$ cat config.mk
export PLATFORM = sky130hd
export DESIGN_NAME = acc_spi_reader
export DESIGN_NICKNAME = d
export VERILOG_FILES = /design/src/rtl/acc_spi_reader.sv
export SDC_FILE = /design/constraint.sdc
export NUM_CORES = 1
export LEC_CHECK = 0
export ABC_AREA = 1
export CORE_ASPECT_RATIO = 0.75
export CORE_MARGIN = 10
export CORE_UTILIZATION = 61
export CTS_CLUSTER_DIAMETER = 200
export CTS_CLUSTER_SIZE = 16
export DETAILED_ROUTE_END_ITERATION = 8
export HOLD_SLACK_MARGIN = 0.15
export PLACE_DENSITY = 0.95
export SKIP_CTS_REPAIR_TIMING = 1
export SYNTH_ARGS = -nofsm -noshare
export SYNTH_HDL_FRONTEND = slang
export SYNTH_SLANG_ARGS = --single-unit
$ cat constraint.sdc
create_clock -name clk -period 4.3 [get_ports clk]
set_input_delay 0.645 -clock clk [delete_from_list [all_inputs] [get_ports clk]]
set_output_delay 0.645 -clock clk [all_outputs]
set_load 0.05 [all_outputs]
$ cat src/rtl/acc_spi_reader.sv
`default_nettype none
// ============================================================================
// Module   : acc_spi_reader
// Purpose  : Mode-3 SPI master that periodically reads one signed 16-bit
//            acceleration register and presents it as a held sample + strobe.
// Revision : 1.0  initial release
// ============================================================================
module acc_spi_reader #(
    parameter int          CLK_DIV       = 4,
    parameter int          SAMPLE_PERIOD = 1000,
    parameter logic [6:0]  REG_ADDR      = 7'h3B
) (
    input  logic        clk,
    input  logic        reset_n,
    input  logic        enable,
    input  logic        spi_miso,
    output logic        spi_sclk,
    output logic        spi_cs_n,
    output logic        spi_mosi,
    output logic [15:0] acc_out,
    output logic        acc_valid,
    output logic        busy,
    output logic        overrun
);

    localparam int DIV_W = (CLK_DIV > 1) ? $clog2(CLK_DIV) : 1;
    localparam int TMR_W = (SAMPLE_PERIOD > 1) ? $clog2(SAMPLE_PERIOD) : 1;
    localparam logic [DIV_W-1:0] C_DIV_LAST = DIV_W'(CLK_DIV - 1);
    localparam logic [TMR_W-1:0] C_TMR_LAST = TMR_W'(SAMPLE_PERIOD - 1);
    localparam logic [4:0]       C_LAST_BIT = 5'd23;
    localparam logic [23:0]      C_TX_FRAME = {1'b1, REG_ADDR, 16'h0000};

    typedef enum logic [2:0] {
        S_IDLE  = 3'd0,
        S_SETUP = 3'd1,
        S_SHIFT = 3'd2,
        S_HOLD  = 3'd3,
        S_GAP   = 3'd4
    } state_t;

    state_t             r_state, w_state;
    logic [DIV_W-1:0]   r_div, w_div;
    logic [4:0]         r_bit, w_bit;
    logic [22:0]        r_tx, w_tx;
    logic [15:0]        r_rx, w_rx;
    logic [15:0]        r_acc, w_acc;
    logic [TMR_W-1:0]   r_timer;
    logic               r_sclk, w_sclk;
    logic               r_cs_n, w_cs_n;
    logic               r_mosi, w_mosi;
    logic               r_busy, w_busy;
    logic               r_valid, w_valid;
    logic               w_trigger;
    logic               w_div_last;

    assign w_trigger  = enable && (r_timer == '0);
    assign w_div_last = (r_div == C_DIV_LAST);

    // Free-running sample timer; held at zero so re-enabling triggers at once.
    always_ff @(posedge clk or negedge reset_n) begin
        if (!reset_n) begin
            r_timer <= '0;
        end else if (!enable || r_timer == C_TMR_LAST) begin
            r_timer <= '0;
        end else begin
            r_timer <= r_timer + 1'b1;
        end
    end

    always_ff @(posedge clk or negedge reset_n) begin
        if (!reset_n) begin
            r_state <= S_IDLE;
            r_div   <= '0;
            r_bit   <= '0;
            r_tx    <= '0;
            r_rx    <= '0;
            r_acc   <= '0;
            r_sclk  <= 1'b1;
            r_cs_n  <= 1'b1;
            r_mosi  <= 1'b0;
            r_busy  <= 1'b0;
            r_valid <= 1'b0;
        end else begin
            r_state <= w_state;
            r_div   <= w_div;
            r_bit   <= w_bit;
            r_tx    <= w_tx;
            r_rx    <= w_rx;
            r_acc   <= w_acc;
            r_sclk  <= w_sclk;
            r_cs_n  <= w_cs_n;
            r_mosi  <= w_mosi;
            r_busy  <= w_busy;
            r_valid <= w_valid;
        end
    end

    always_comb begin
        w_state = r_state;
        w_div   = r_div;
        w_bit   = r_bit;
        w_tx    = r_tx;
        w_rx    = r_rx;
        w_acc   = r_acc;
        w_sclk  = r_sclk;
        w_cs_n  = r_cs_n;
        w_mosi  = r_mosi;
        w_busy  = r_busy;
        w_valid = 1'b0;
        case (r_state)
            S_IDLE: begin
                if (w_trigger) begin
                    w_state = S_SETUP;
                    w_div   = '0;
                    w_bit   = '0;
                    w_tx    = C_TX_FRAME[22:0];
                    w_mosi  = C_TX_FRAME[23];
                    w_sclk  = 1'b1;
                    w_cs_n  = 1'b0;
                    w_busy  = 1'b1;
                end
            end
            S_SETUP: begin
                w_div = r_div + 1'b1;
                if (w_div_last) begin
                    w_div   = '0;
                    w_state = S_SHIFT;
                    w_sclk  = 1'b0;
                end
            end
            S_SHIFT: begin
                w_div = r_div + 1'b1;
                if (w_div_last) begin
                    w_div = '0;
                    if (!r_sclk) begin
                        w_sclk = 1'b1;
                        w_rx   = {r_rx[14:0], spi_miso};
                    end else if (r_bit == C_LAST_BIT) begin
                        w_state = S_HOLD;
                    end else begin
                        // Next bit launches on the falling SCLK edge.
                        w_bit  = r_bit + 1'b1;
                        w_sclk = 1'b0;
                        w_mosi = r_tx[22];
                        w_tx   = {r_tx[21:0], 1'b0};
                    end
                end
            end
            S_HOLD: begin
                w_div = r_div + 1'b1;
                if (w_div_last) begin
                    w_div   = '0;
                    w_state = S_GAP;
                    w_cs_n  = 1'b1;
                    w_busy  = 1'b0;
                    w_mosi  = 1'b0;
                    w_acc   = r_rx;
                    w_valid = 1'b1;
                end
            end
            S_GAP: begin
                w_div = r_div + 1'b1;
                if (w_div_last) begin
                    w_div   = '0;
                    w_state = S_IDLE;
                end
            end
            default: begin
                w_state = S_IDLE;
            end
        endcase
    end

    assign spi_sclk  = r_sclk;
    assign spi_cs_n  = r_cs_n;
    assign spi_mosi  = r_mosi;
    assign acc_out   = r_acc;
    assign acc_valid = r_valid;
    assign busy      = r_busy;
    assign overrun   = w_trigger && (r_state != S_IDLE);

endmodule
`default_nettype wire

==> run notes <==
flow finished, numbers: Dominant flop cell dfrtp_1, largest net degree at the start of global routing 43, R2R Setup Slk 2.26 ns, critical path startpoint enable, largest class registers, Distinct lib cells used 27, Syn Std Cell Area 2967 um2, CP top delay family buffers and inverters, most common cell in the synthesized netlist nand2_1, first-pass GRT wire length 10230 um, Non-clk bufs 26, Sequential Area 1604 um2, r2r endpoint busy, Slew headroom 33.03%, pre-CTS setup slack approximately 1.3 ns, cell taking the most area after synthesis dfrtp_1, DR vias/cell 5.372, most frequent logic cells in the routed design nand2_1, dfrtp_1, inv_1, FMAX 335.4 MHz, number of synthesized flops with an enable pin 0, Worst setup EP type output port, Commonest cells post-synth nand2_1, dfrtp_1, inv_1, die area 8082 um2, clock tree from TritonCTS yes, critical path depth in cells 4, number of detailed-route iterations in the first pass 4, area delta synth->final 14.97%, Tcrit/Tclk final 69.34%, RSZ-0062 raised after global routing false, setup ws final 1.318 ns, Clock Skews 0.007414 ns, comb_multi_in 219, CTS Sinks roughly 64, Post-Synthesis Cells 336, Latency at later pin 0.34 ns, Nets 371, Placer Congestion 0.8711, Worst Setup Start Kind input port, fillcell total 323, r2r worst-path depth 5, sequential-to-total area share from yosys stat 54.07%, Top cells by area dfrtp_1, nand2_1, inv_1, o21ai_0, nand4_1, crit path DRT approximately 3.7 ns, TritonCTS buffer count 9, number of nets at floorplan 344, total chip power 0.001135 W, Max clock buf depth 2, vias in the first global route approximately 2300, Gate Area 1134 um2, Hold Path Class in -> async, antenna cell count 0, Final Max Tran Viols 0, max cap viols 0, Die Span X 100.5 um, Clock Buffer Count 10, final hold slack 0.4427 ns, Non-Clock Buffer Area Fraction approximately 7.4%, Crit Path Class in -> out, Overall Global Routing Usage 15.80%, Worst Path Max Fanout 3, reg2reg start r_state[0], slowest CP cell clkdlybuf4s50_1, final global-route overflow total 0, chip area line of the yosys report 2967 um2, Detailed Route Iter0 Violations about 190, status finished, final reports clean, OpenROAD warning count 27, n_taps between 50 and 60, clk slew on worst S/H paths 0.07 ns, Detail Route Antenna Nets 0, logic share of the area 33.24%, crit path DAT 2.34 ns, area share, top type between 50% and 60%, most numerous logic cell after layout nand2_1, Final Hold Viols 0, Non-Filler Instances 425, Synthesis Warnings 0, placed cells about 410, layout cells sized above 1 14.67%, Residual DRC 0, Least-Margin Pin Slew approximately 1.0 ns, CTS root buf clkbuf_8, CP peak stage delay between 0.8 and 0.9 ns, Post-synth regs 64, CP Cell Sequence clkdlybuf4s50_1 > nand3_1 > nor3_1 > clkdlybuf4s50_1, area post-placement between 3000 and 4000 um2, hpwl dp 4268 um, clock tree cell share of total cell area 5.503%, Port Buffers 25, TNS Setup 0 ns, most frequent CP cell clkdlybuf4s50_1, Flops 64, asr flop ratio synth 100.0%, Ports 26, WP buf/inv 2, power per cell area 332.9 nW/um2, CTS H-tree depth 3, VDD IR max 311.4 uV, die height 80.40 um, setup violators final 0, post-layout minimum cycle time 2.982 ns, ys cells 336, Avg WL per Cell 14.47 um, Critical Path Sink overrun, antenna violations before repair 0, non-clock inverter count 43, leakage approximately 1.7 nW, mean post-synth cell area roughly 8.8 um2
## kinds of logic after synthesis
group | count (synthesis) | share of synthesized area (%)
AND-OR/OR-AND | 52 | 9.110
adder cells (fa/ha/maj) | 4 | 1.687
buffers and inverters | 53 | 7.718
flip-flops | 64 | 54.07
AND/OR/NAND/NOR | 163 | 27.41
## layer usage
metal	global-route usage, %	wire length (um)
met1	16.79	2622
met3	6.330	286
met5	0	0
met4	5.070	70
met2	28.14	3171
## flip-flops by register name, summed over array words and instances, names as in the netlist
signal	cells
r_div	2
r_state	3
r_rx	16
busy	1
spi_cs_n	1
acc_valid	1
spi_mosi	1
r_tx	7
acc_out	16
spi_sclk	1
r_bit	5
r_timer	10
## report_power, final
group	internal, W	switching, W
Combinational	0.0000100	0.0000262
Clock	0.000264	0.000223
Sequential	0.000608	0.00000397
==> images/density.png <==
10 x 8 tiles, from white (low) to dark blue (high), 0 to 100% covered.
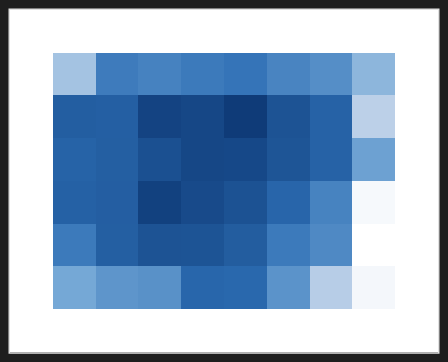
emptiest ninth of the die = lower right
nearly empty tiles = 41%
fullest tile = 96%
mean over tiles = 41%
densest ninth of the die = center
tiles over 75% full = 33%
core footprint: 4572 um2
post-layout util: 74.60%
initial core utilization: 64.89%

==> images/final_congestion.png <==
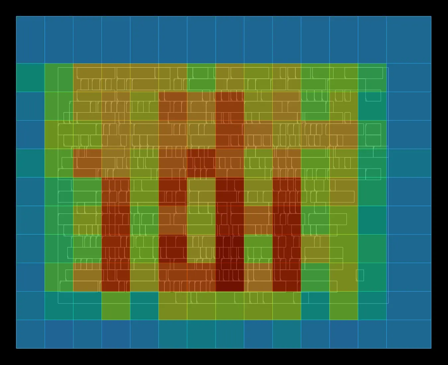
GRT met2 Usage: 28.14%
met1 Track Usage GR: 16.79%
busiest grt layer: met2

==> images/met1.png <==
Supply wires on this layer in gray.
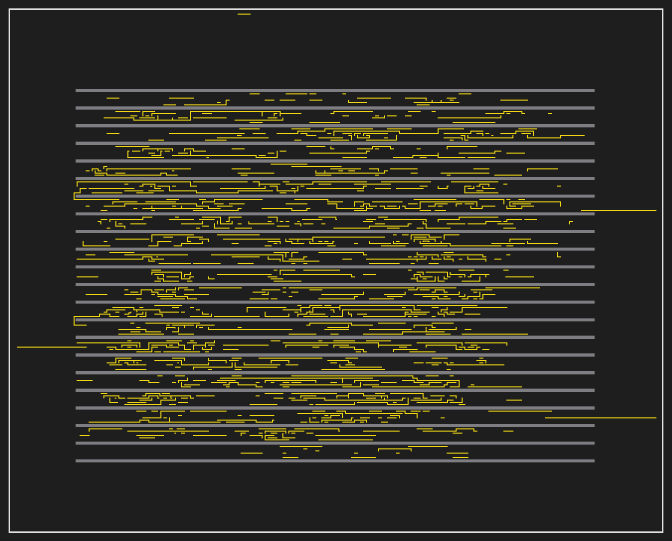
wire length on this layer = 2620 um
share of all routed wire = 43%
longest straight run = 23.5 um
nets with wire on the layer = 349
final WL: 6150 um
Vias: 2283

==> images/cell_classes.png <==
The bar under the picture is 20 um long. Fill, decap, tap and diode cells in gray.
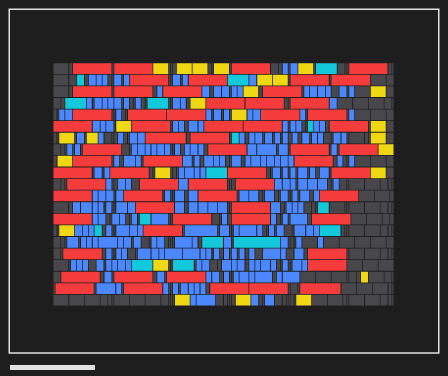
other buffers and delay cells -> yellow  # cells 26
all other logic -> blue  # cells 262
clock drivers and dummy loads -> cyan  # cells 16
flip-flops -> red  # cells 64
Seq/total area: 47.03%
fin area: 3411 um2
Rows: 21

Power is estimated from default activity; no workload was simulated.
